## src/rtl/uart_rx_tx.sv

```systemverilog
// 8N1 UART transmitter and receiver sharing one clock.
// TX and RX are independent FSMs; all outputs come straight from flops.
module uart_rx_tx #(
  parameter int unsigned CLKS_PER_BIT = 87
) (
  input  logic       clk,
  input  logic       rst_n,
  input  logic       tx_data_valid,
  input  logic [7:0] transmit_byte,
  output logic       tx_active,
  output logic       tx_serial,
  output logic       transmit_done,
  input  logic       rx_serial,
  output logic       rx_data_valid,
  output logic [7:0] received_byte
);

  localparam int CW = $clog2(CLKS_PER_BIT);
  localparam logic [CW-1:0] BIT_END = CW'(CLKS_PER_BIT - 1);
  localparam logic [CW-1:0] MID = CW'((CLKS_PER_BIT - 1) / 2);

  typedef enum logic [2:0] {
    S_IDLE, S_START, S_DATA, S_STOP, S_CLEANUP
  } st_e;

  st_e           tx_st_q;
  logic [CW-1:0] tx_cnt_q;
  logic [2:0]    tx_idx_q;
  logic [7:0]    tx_byte_q;
  logic          tx_ser_q;
  logic          tx_act_q;
  logic          tx_done_q;

  always_ff @(posedge clk or negedge rst_n) begin
    if (!rst_n) begin
      tx_st_q   <= S_IDLE;
      tx_cnt_q  <= '0;
      tx_idx_q  <= '0;
      tx_byte_q <= '0;
      tx_ser_q  <= 1'b1;
      tx_act_q  <= 1'b0;
      tx_done_q <= 1'b0;
    end else begin
      unique case (tx_st_q)
        S_IDLE: begin
          tx_ser_q  <= 1'b1;
          tx_act_q  <= 1'b0;
          tx_done_q <= 1'b0;
          tx_cnt_q  <= '0;
          tx_idx_q  <= '0;
          if (tx_data_valid) begin
            tx_byte_q <= transmit_byte;
            tx_act_q  <= 1'b1;
            tx_ser_q  <= 1'b0;
            tx_st_q   <= S_START;
          end
        end
        S_START: begin
          if (tx_cnt_q == BIT_END) begin
            tx_cnt_q <= '0;
            tx_ser_q <= tx_byte_q[0];
            tx_st_q  <= S_DATA;
          end else begin
            tx_cnt_q <= tx_cnt_q + 1'b1;
          end
        end
        S_DATA: begin
          if (tx_cnt_q == BIT_END) begin
            tx_cnt_q <= '0;
            if (tx_idx_q == 3'd7) begin
              tx_ser_q <= 1'b1;
              tx_st_q  <= S_STOP;
            end else begin
              tx_idx_q <= tx_idx_q + 3'd1;
              tx_ser_q <= tx_byte_q[tx_idx_q + 3'd1];
            end
          end else begin
            tx_cnt_q <= tx_cnt_q + 1'b1;
          end
        end
        S_STOP: begin
          if (tx_cnt_q == BIT_END) begin
            tx_cnt_q  <= '0;
            tx_act_q  <= 1'b0;
            tx_done_q <= 1'b1;
            tx_st_q   <= S_CLEANUP;
          end else begin
            tx_cnt_q <= tx_cnt_q + 1'b1;
          end
        end
        S_CLEANUP: begin
          tx_done_q <= 1'b0;
          tx_st_q   <= S_IDLE;
        end
        default: tx_st_q <= S_IDLE;
      endcase
    end
  end

  assign tx_serial     = tx_ser_q;
  assign tx_active     = tx_act_q;
  assign transmit_done = tx_done_q;

  logic [1:0] rx_sync_q;
  logic       rx_s;

  always_ff @(posedge clk or negedge rst_n) begin
    if (!rst_n) rx_sync_q <= 2'b11;
    else        rx_sync_q <= {rx_sync_q[0], rx_serial};
  end

  assign rx_s = rx_sync_q[1];

  st_e           rx_st_q;
  logic [CW-1:0] rx_cnt_q;
  logic [2:0]    rx_idx_q;
  logic [7:0]    rx_shift_q;
  logic [7:0]    rx_byte_q;
  logic          rx_dv_q;

  // Sampling is offset half a bit from the start edge so every later
  // sample lands mid-bit.
  always_ff @(posedge clk or negedge rst_n) begin
    if (!rst_n) begin
      rx_st_q    <= S_IDLE;
      rx_cnt_q   <= '0;
      rx_idx_q   <= '0;
      rx_shift_q <= '0;
      rx_byte_q  <= '0;
      rx_dv_q    <= 1'b0;
    end else begin
      unique case (rx_st_q)
        S_IDLE: begin
          rx_dv_q  <= 1'b0;
          rx_cnt_q <= '0;
          rx_idx_q <= '0;
          if (!rx_s) rx_st_q <= S_START;
        end
        S_START: begin
          if (rx_cnt_q == MID) begin
            rx_cnt_q <= '0;
            rx_st_q  <= rx_s ? S_IDLE : S_DATA;
          end else begin
            rx_cnt_q <= rx_cnt_q + 1'b1;
          end
        end
        S_DATA: begin
          if (rx_cnt_q == BIT_END) begin
            rx_cnt_q             <= '0;
            rx_shift_q[rx_idx_q] <= rx_s;
            if (rx_idx_q == 3'd7) rx_st_q <= S_STOP;
            else                  rx_idx_q <= rx_idx_q + 3'd1;
          end else begin
            rx_cnt_q <= rx_cnt_q + 1'b1;
          end
        end
        S_STOP: begin
          if (rx_cnt_q == BIT_END) begin
            rx_cnt_q <= '0;
            rx_st_q  <= S_CLEANUP;
            if (rx_s) begin
              rx_byte_q <= rx_shift_q;
              rx_dv_q   <= 1'b1;
            end
          end else begin
            rx_cnt_q <= rx_cnt_q + 1'b1;
          end
        end
        S_CLEANUP: begin
          rx_dv_q <= 1'b0;
          rx_st_q <= S_IDLE;
        end
        default: rx_st_q <= S_IDLE;
      endcase
    end
  end

  assign rx_data_valid = rx_dv_q;
  assign received_byte = rx_byte_q;

endmodule

```

## config.mk

```make
export PLATFORM = sky130hd
export DESIGN_NAME = uart_rx_tx
export DESIGN_NICKNAME = d
export VERILOG_FILES = /design/src/rtl/uart_rx_tx.sv
export SDC_FILE = /design/constraint.sdc
export NUM_CORES = 1
export LEC_CHECK = 0
export CAP_MARGIN = 20
export CELL_PAD_IN_SITES_DETAIL_PLACEMENT = 0
export CELL_PAD_IN_SITES_GLOBAL_PLACEMENT = 1
export CORE_ASPECT_RATIO = 0.6
export CORE_MARGIN = 3
export CORE_UTILIZATION = 23
export DETAILED_ROUTE_END_ITERATION = 7
export PLACE_DENSITY_LB_ADDON = 0.1
export SYNTH_ARGS = -nofsm -noshare
export SYNTH_HDL_FRONTEND = slang
export SYNTH_SLANG_ARGS = --single-unit
export TNS_END_PERCENT = 50
```

## constraint.sdc

```tcl
create_clock -name clk -period 5.4 [get_ports clk]
set_input_delay 0.81 -clock clk [delete_from_list [all_inputs] [get_ports clk]]
set_output_delay 0.81 -clock clk [all_outputs]
set_load 0.01 [all_outputs]
```

pins.png
Scale: 3 px per um. Pins as bars across the die edge, other pins in gray.
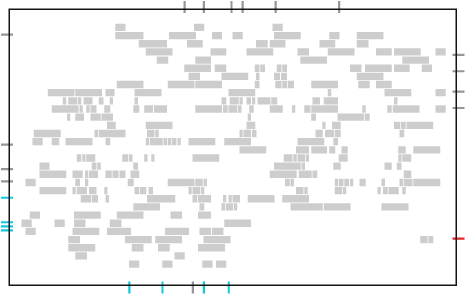
| port | color | pins | direction | edge |
|---|---|---|---|---|
| rst_n | red | 1 | input | east |
| transmit_byte | cyan | 8 | input | 4 west, 4 south |
all pins by edge: 8 west, 6 north, 5 east, 5 south
Die Ht: 91.49 um
die width: 148.5 um
PortBufs: 23

final_clocks.png
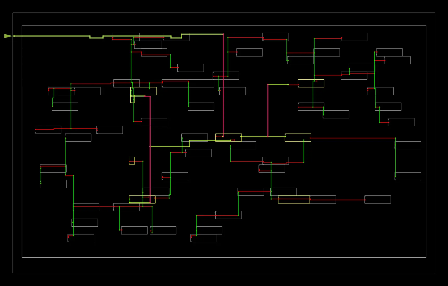
Clock buffer cells: 6
total number of sequential cells: 56
worst clock skew: 0.004402 ns
Inserted Clock Buffers: 5
clock sinks: 56

metal_stack.png
Scale: 2 px per um. Only two layers are drawn.
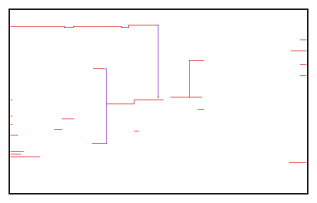
| layer | color | wire length |
|---|---|---|
| met4 | purple | 93.6 um |
| met3 | red | 213 um |

==> reports/qor.yml <==
outcome: "finished, final reports clean"
total_of_fill_cells_in_the_finished_design: 1198
warnings: 28
fp_util_pct: 24.15
synth_seq_share_pct: 50.16
detailed_place.area_um2: 3166
crit_path_end: "received_byte[7]"
worstMarginPinSlew_ns: 0.7356
netlist.top_cell.by_area: "dfrtp_1"
grt_first_pass_wirelength_mm: 10.35
worstHoldPathCells: 0
drt_drc_violations_left: 0
post-route-worst-setup-slack_ns: 3.028
edf_count: 0
fmax_mhz: 421.7
worst_setup_slack_before_clock_tree_synthesis_ns: 2.900
ff2ff_setup_slack_ns: 3.03
detail_route.iter0.violations: 88
ys.flops: 56
fp.coreArea_um2: 11600
drt-met1-wl_mm: 3.670
crit_type: "flop to flop"
holdPathEnd: "rx_sync_q[1]"
met3_usage_pct: 2.943
power_combinational_w: 0.000179
synth-xor-area-share_pct: 1.876
mapped_cell_area_um2: 2801
critPathLaunch: "rx_cnt_q[0]"
netlist_top_cells_area: "dfrtp_1, mux2_2, mux2_4"
finish.cell_count_without_fillers: 433
detailroute.via_count: 1873
cp_slowest_cell: "or4b_4"
postCtsResizedCells: 0
routed-wl-met3_um: 212
place.detailed.hpwl_mm: 4.319
synth.distinct_cells: 51
io_pins: 24
yosysTopAreaCellShare_pct: 47.34
synth_top_cell_by_count: "dfrtp_1"
crit_path_cells: "inv_1 > ha_1 > nand4b_2 > or3_1 > or4b_4 > mux2_4"
final-setup-viol-count: 0
cp_slowest_stage_delay_ns: 0.66
power.clock.fraction_pct: 34.0
seqAreaFraction_pct: 42.20
met2RoutedLength_mm: 2.176
yosys-stat-cells: 251
comb_area_share_pct: 38.86
finalClockPeriodUsage_pct: 43.92
highest_count_logic_cell_in_the_final_layout: "dfrtp_1"
cp_max_fo: 10
synth_adder_area_share_pct: 3.573
gate_families.png
Scale: 3 px per um.
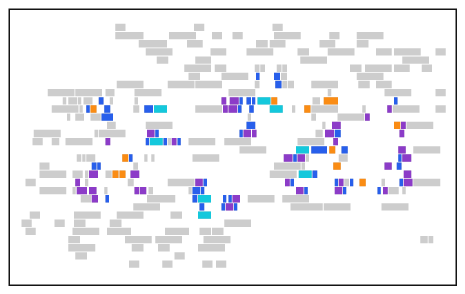
| family | color | cells |
|---|---|---|
| AND and OR gates | orange | 11 |
| NAND gates | blue | 47 |
| inverting AOI/OAI gates | purple | 39 |
| adder and majority cells | cyan | 8 |

clock_map.png
Scale: 4 px per um.
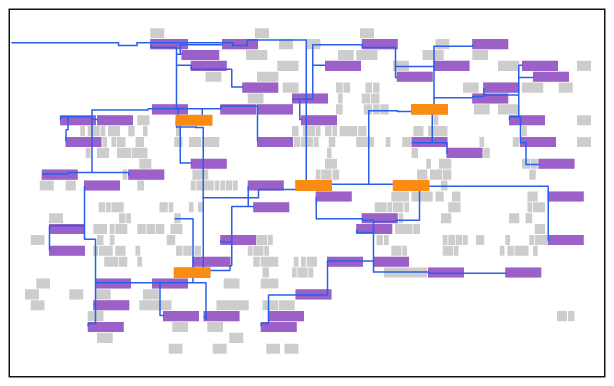
[flip-flops] purple | count: 56
[cells driving clock nets] orange | count: 5
[clock wires] blue | length: 945 um
flops lie: spread over the die

